[config.mk]
export PLATFORM = sky130hd
export DESIGN_NAME = sa_seq_ctrl_flat
export DESIGN_NICKNAME = d
export VERILOG_FILES = /design/src/rtl/sa_seq_ctrl_if.sv /design/src/rtl/sa_seq_ctrl.sv /design/src/flat_wrapper.sv
export SDC_FILE = /design/constraint.sdc
export NUM_CORES = 1
export LEC_CHECK = 0
export CAP_MARGIN = 20
export CORE_MARGIN = 2
export CORE_UTILIZATION = 30
export DETAILED_ROUTE_END_ITERATION = 12
export GPL_ROUTABILITY_DRIVEN = 0
export GPL_TIMING_DRIVEN = 0
export SLEW_MARGIN = 20
export SYNTH_ARGS = -nofsm -noshare
export SYNTH_HDL_FRONTEND = slang
export SYNTH_SLANG_ARGS = --single-unit
[constraint.sdc]
create_clock -name clk -period 3.5 [get_ports clk]
set_clock_uncertainty 0.1 [all_clocks]
set_input_delay 0.7 -clock clk [delete_from_list [all_inputs] [get_ports clk]]
set_output_delay 0.7 -clock clk [all_outputs]
set_load 0.01 [all_outputs]
[src/rtl/sa_seq_ctrl_if.sv]
// Signal bundle between the tile scheduler / result consumer and sa_seq_ctrl:
// tile command, skewed array strobes and the ofm drain handshake.
interface sa_seq_ctrl_if #(
    parameter int HEIGHT = 32,
    parameter int WIDTH  = 32,
    parameter int KWIDTH = 16
) ();
    localparam int RW = (HEIGHT > 1) ? $clog2(HEIGHT) : 1;

    logic              start;
    logic [KWIDTH-1:0] k_len;
    logic              busy;
    logic              done;
    logic [HEIGHT-1:0] en_i;
    logic [HEIGHT-1:0] clr_i;
    logic [HEIGHT-1:0] mac_done;
    logic [WIDTH-1:0]  en_w;
    logic [WIDTH-1:0]  clr_w;
    logic [WIDTH-1:0]  en_o;
    logic [WIDTH-1:0]  clr_o;
    logic              out_valid;
    logic              out_ready;
    logic [RW-1:0]     out_row;

    modport master (
        input  start, k_len, out_ready,
        output busy, done, en_i, clr_i, mac_done, en_w, clr_w,
               en_o, clr_o, out_valid, out_row
    );

    modport slave (
        output start, k_len, out_ready,
        input  busy, done, en_i, clr_i, mac_done, en_w, clr_w,
               en_o, clr_o, out_valid, out_row
    );
endinterface

[src/rtl/sa_seq_ctrl.sv]
// Control sequencer for an output-stationary bit-serial systolic MAC array:
// skewed operand strobes, pipeline flush, then ofm drain under valid/ready.
module sa_seq_ctrl #(
    parameter int HEIGHT = 32,
    parameter int WIDTH  = 32,
    parameter int PERIOD = 16,
    parameter int KWIDTH = 16
) (
    input  logic          clk,
    input  logic          rst_n,
    sa_seq_ctrl_if.master bus
);
    localparam int D  = ((HEIGHT > WIDTH) ? HEIGHT : WIDTH) - 1;
    localparam int DP = (D > 0) ? D : 1;
    localparam int F  = HEIGHT + WIDTH - 2 + PERIOD;
    localparam int PW = (PERIOD > 1) ? $clog2(PERIOD) : 1;
    localparam int FW = $clog2(F + 1);
    localparam int RW = (HEIGHT > 1) ? $clog2(HEIGHT) : 1;

    typedef enum logic [1:0] {IDLE, FEED, FLUSH, DRAIN} state_t;

    state_t            state_q, state_d;
    logic [KWIDTH-1:0] k_q, k_d, klast_q, klast_d;
    logic [PW-1:0]     p_q, p_d;
    logic [FW-1:0]     f_q, f_d;
    logic [RW-1:0]     row_q, row_d;
    logic              done_q, done_d, clro_q, clro_d;
    logic [DP-1:0]     ps_q, ps_d, pf_q, pf_d, pl_q, pl_d;
    logic              s, s_first, s_last, beat;
    logic [HEIGHT-1:0] en_i_c, clr_i_c, mac_done_c;
    logic [WIDTH-1:0]  en_w_c, clr_w_c;

    assign s       = (state_q == FEED) && (p_q == '0);
    assign s_first = s && (k_q == '0);
    assign s_last  = s && (k_q == klast_q);
    assign beat    = (state_q == DRAIN) && bus.out_ready;

    always_ff @(posedge clk or negedge rst_n) begin
        if (!rst_n) begin
            state_q <= IDLE;
            k_q     <= '0;
            klast_q <= '0;
            p_q     <= '0;
            f_q     <= '0;
            row_q   <= '0;
            done_q  <= 1'b0;
            clro_q  <= 1'b0;
            ps_q    <= '0;
            pf_q    <= '0;
            pl_q    <= '0;
        end else begin
            state_q <= state_d;
            k_q     <= k_d;
            klast_q <= klast_d;
            p_q     <= p_d;
            f_q     <= f_d;
            row_q   <= row_d;
            done_q  <= done_d;
            clro_q  <= clro_d;
            ps_q    <= ps_d;
            pf_q    <= pf_d;
            pl_q    <= pl_d;
        end
    end

    always_comb begin
        state_d = state_q;
        k_d     = k_q;
        klast_d = klast_q;
        p_d     = p_q;
        f_d     = f_q;
        row_d   = row_q;
        done_d  = 1'b0;
        clro_d  = 1'b0;
        unique case (state_q)
            IDLE: begin
                if (bus.start) begin
                    if (bus.k_len != '0) begin
                        klast_d = bus.k_len - 1'b1;
                        k_d     = '0;
                        p_d     = '0;
                        state_d = FEED;
                    end else begin
                        done_d = 1'b1;
                    end
                end
            end
            FEED: begin
                if (p_q == PW'(PERIOD - 1)) begin
                    p_d = '0;
                    k_d = k_q + 1'b1;
                end else begin
                    p_d = p_q + 1'b1;
                end
                if (s_last) begin
                    state_d = FLUSH;
                    f_d     = '0;
                end
            end
            FLUSH: begin
                f_d = f_q + 1'b1;
                if (f_q == FW'(F - 1)) begin
                    state_d = DRAIN;
                    row_d   = '0;
                end
            end
            DRAIN: begin
                if (beat) begin
                    if (row_q == RW'(HEIGHT - 1)) begin
                        state_d = IDLE;
                        row_d   = '0;
                        done_d  = 1'b1;
                        clro_d  = 1'b1;
                    end else begin
                        row_d = row_q + 1'b1;
                    end
                end
            end
            default: state_d = IDLE;
        endcase
    end

    // Skew pipe: stage i holds {s, s&first, s&last} delayed i+1 cycles.
    always_comb begin
        ps_d    = ps_q;
        pf_d    = pf_q;
        pl_d    = pl_q;
        ps_d[0] = s;
        pf_d[0] = s_first;
        pl_d[0] = s_last;
        for (int unsigned i = 1; i < DP; i++) begin
            ps_d[i] = ps_q[i-1];
            pf_d[i] = pf_q[i-1];
            pl_d[i] = pl_q[i-1];
        end
    end

    always_comb begin
        en_i_c        = '0;
        clr_i_c       = '0;
        mac_done_c    = '0;
        en_w_c        = '0;
        clr_w_c       = '0;
        en_i_c[0]     = s;
        clr_i_c[0]    = s_first;
        mac_done_c[0] = s_last;
        en_w_c[0]     = s;
        clr_w_c[0]    = s_first;
        for (int unsigned h = 1; h < HEIGHT; h++) begin
            en_i_c[h]     = ps_q[h-1];
            clr_i_c[h]    = pf_q[h-1];
            mac_done_c[h] = pl_q[h-1];
        end
        for (int unsigned w = 1; w < WIDTH; w++) begin
            en_w_c[w]  = ps_q[w-1];
            clr_w_c[w] = pf_q[w-1];
        end
    end

    assign bus.busy      = (state_q != IDLE);
    assign bus.done      = done_q;
    assign bus.en_i      = en_i_c;
    assign bus.clr_i     = clr_i_c;
    assign bus.mac_done  = mac_done_c;
    assign bus.en_w      = en_w_c;
    assign bus.clr_w     = clr_w_c;
    assign bus.en_o      = {WIDTH{beat}};
    assign bus.clr_o     = {WIDTH{clro_q}};
    assign bus.out_valid = (state_q == DRAIN);
    assign bus.out_row   = row_q;
endmodule

[src/flat_wrapper.sv]
// flat-port wrapper written by rule: the top's interface ports become plain ports
module sa_seq_ctrl_flat 
#(
    parameter int HEIGHT = 32,
    parameter int WIDTH  = 32,
    parameter int PERIOD = 16,
    parameter int KWIDTH = 16
)
  (clk, rst_n, bus_start, bus_k_len, bus_out_ready, bus_busy, bus_done, bus_en_i, bus_clr_i, bus_mac_done, bus_en_w, bus_clr_w, bus_en_o, bus_clr_o, bus_out_valid, bus_out_row);
  sa_seq_ctrl_if #(.HEIGHT(HEIGHT), .WIDTH(WIDTH), .KWIDTH(KWIDTH)) bus_i ();
  input  logic clk;
  input  logic rst_n;
  input wire logic [$bits(bus_i.start)-1:0] bus_start;
  input wire logic [$bits(bus_i.k_len)-1:0] bus_k_len;
  input wire logic [$bits(bus_i.out_ready)-1:0] bus_out_ready;
  output wire logic [$bits(bus_i.busy)-1:0] bus_busy;
  output wire logic [$bits(bus_i.done)-1:0] bus_done;
  output wire logic [$bits(bus_i.en_i)-1:0] bus_en_i;
  output wire logic [$bits(bus_i.clr_i)-1:0] bus_clr_i;
  output wire logic [$bits(bus_i.mac_done)-1:0] bus_mac_done;
  output wire logic [$bits(bus_i.en_w)-1:0] bus_en_w;
  output wire logic [$bits(bus_i.clr_w)-1:0] bus_clr_w;
  output wire logic [$bits(bus_i.en_o)-1:0] bus_en_o;
  output wire logic [$bits(bus_i.clr_o)-1:0] bus_clr_o;
  output wire logic [$bits(bus_i.out_valid)-1:0] bus_out_valid;
  output wire logic [$bits(bus_i.out_row)-1:0] bus_out_row;
  assign bus_i.start = bus_start;
  assign bus_i.k_len = bus_k_len;
  assign bus_i.out_ready = bus_out_ready;
  assign bus_busy = bus_i.busy;
  assign bus_done = bus_i.done;
  assign bus_en_i = bus_i.en_i;
  assign bus_clr_i = bus_i.clr_i;
  assign bus_mac_done = bus_i.mac_done;
  assign bus_en_w = bus_i.en_w;
  assign bus_clr_w = bus_i.clr_w;
  assign bus_en_o = bus_i.en_o;
  assign bus_clr_o = bus_i.clr_o;
  assign bus_out_valid = bus_i.out_valid;
  assign bus_out_row = bus_i.out_row;
  sa_seq_ctrl #(.HEIGHT(HEIGHT), .WIDTH(WIDTH), .PERIOD(PERIOD), .KWIDTH(KWIDTH)) u_core (.clk(clk), .rst_n(rst_n), .bus(bus_i));
endmodule
power_grid.png
Bar = 50 um. Pins as bars on the die edge.
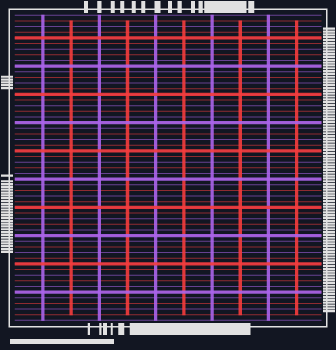
Red stands for VDD. Purple stands for VSS.
10 straps on met5. 10 straps on met4. 55 met1 rails follow the rows.

placement_by_type.png
Fill, decap, tap and diode cells in grey.
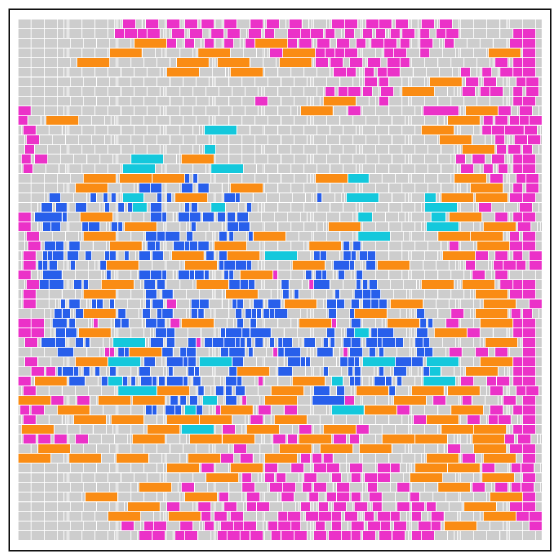
Cyan stands for clock drivers and dummy loads, cells 32. Orange stands for flops, cells 145. Blue stands for combinational and other logic, cells 302. Magenta stands for other buffers and delay cells, cells 399.
final core area utilization: 0.468
cell area after layout: 10100 um2
FP Rows: 54
Core Box Area: 21700 um2

==> results.toml <==
# flow metrics
[outcome]
status = "complete, no violations"

[routing]
postRouteAntennaNets = 0
route.detailed.drc = 0
avgRoutedWirePerCell_um = 13.9

[worst_setup_path]
crit_path_max_incr_delay_ns = 0.62
critPathTopFamily = "buffers and inverters"
reg2reg_from = "u_core.p_q[0]$_DFFE_PN0P_"
crit_slowest_cell = "clkdlybuf4s50_1"
regToRegEndpoint = "u_core.k_q[15]$_DFFE_PN0P_"
endpoint = "bus_en_o[8]"
required_ns = 2.70
crit_top_cell = "clkdlybuf4s50_1"
crit_arrival_ns = 2.59
crit_fanout = 37
startpoint = "bus_out_ready"
crit_path_start_kind = "input port"

[global_route]
grtUsageMet3 = 0.0410
grt_util_all_layers = 0.140
top_usage_layer = "met2"

[synthesis]
ys_sh_adder = 0.0247
edf_count = 0
async_flop_share = 1.00
synth_cells = 593
syn_area_um2 = 6590
common_cells = "dfrtp_1 (145), buf_4 (131), nand2_1 (39), nor2_1 (32), o21ai_1 (25)"
synth_cell_types = 50
ys_warn_count = 0
fp_nets = 626
compound_area_frac = 0.0695
yosys_most_used_dff = "dfrtp_1"
top_logic_kind = "buffers and inverters"
synth-xor-area-share = 0.0492
numSynthFlops = 145

[hold_path]
min_path_type = "in2async"

[final_layout]
seq_area_um2 = 3630
drive_above_1_share = 0.207
nonClockBufferCount = 399
diodes = 0
clock_cell_area_share = 0.0602
comb_cells = 285
clkbuf_count = 17

[power_and_ir_drop]
p_sw_mw = 2.49
comb-power_mw = 3.14
pwr-share-comb = 0.421
ir_worst_vdd_mv = 0.313
seqPwrFrac = 0.328
p_total_mw = 7.45
p_leak_nw = 4.63

[sta]
fin_crit_sh = 0.968
holdWs_ns = 0.0710
setup_viol = 0
layout_setup_ws_ns = 0.113
tightest_slew_ns = 1.03
tns_ns = 0

[floorplan]
die_y_um = 152
fp_util = 0.304
nWellTaps = 280

[placed_design]
dp.cells = 1125
portBuffers = 251

[clock_network]
root_buffer = "clkbuf_16"
clockBufferDepth = 2
clk_routes.png
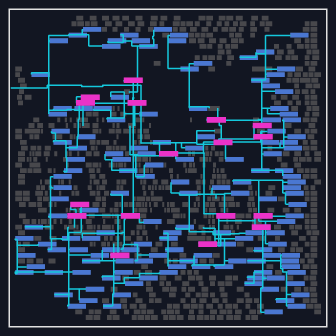
Magenta stands for clock drivers, count 17. Cyan stands for clock wires, length 2020 um. Blue stands for flip-flops, count 145.
Position of the flops: widely spread. There are 18 routed clock nets.
Clk Latency, worst-skew pair: 0.42 ns
clock share of power: 0.251
clk pwr: 1.87 mW

wires.png
Bar = 50 um. Two of the layers only.
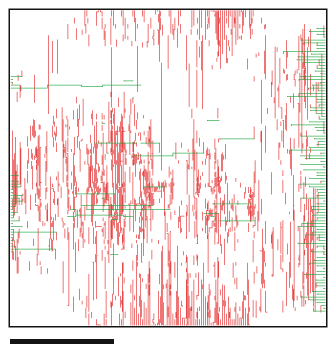
Red stands for metal 2, wire length 8090 um. Green stands for metal 3, wire length 1100 um.

cells in the final DEF, fill, tap and decap left out, types with 3 or more instances in the layout:
cell type	count
xnor2_1	21
nor4b_1	5
inv_8	7
and3_1	8
clkbuf_1	11
inv_1	17
xor2_1	16
nor3b_1	3
a21oi_1	5
o31ai_1	8
or2_1	3
dfrtp_1	145
a22o_1	3
nor2b_1	8
nand3_1	16
nand2b_1	5
o21ai_1	25
ha_1	12
inv_6	5
nor2_1	31
a221o_1	4
nand4_1	8
o21ai_0	5
nand2_1	39
clkbuf_16	17
clkdlybuf4s50_1	250
a31oi_1	9
nor4_1	13
buf_4	134
per-layer routing:
metal	wire [um]	up-vias
met3	1100	16
met4	209	0
met1	6710	2369
met2	8090	169
met5	0	-
li1	-	2438
Power is estimated from default activity; no workload was simulated.
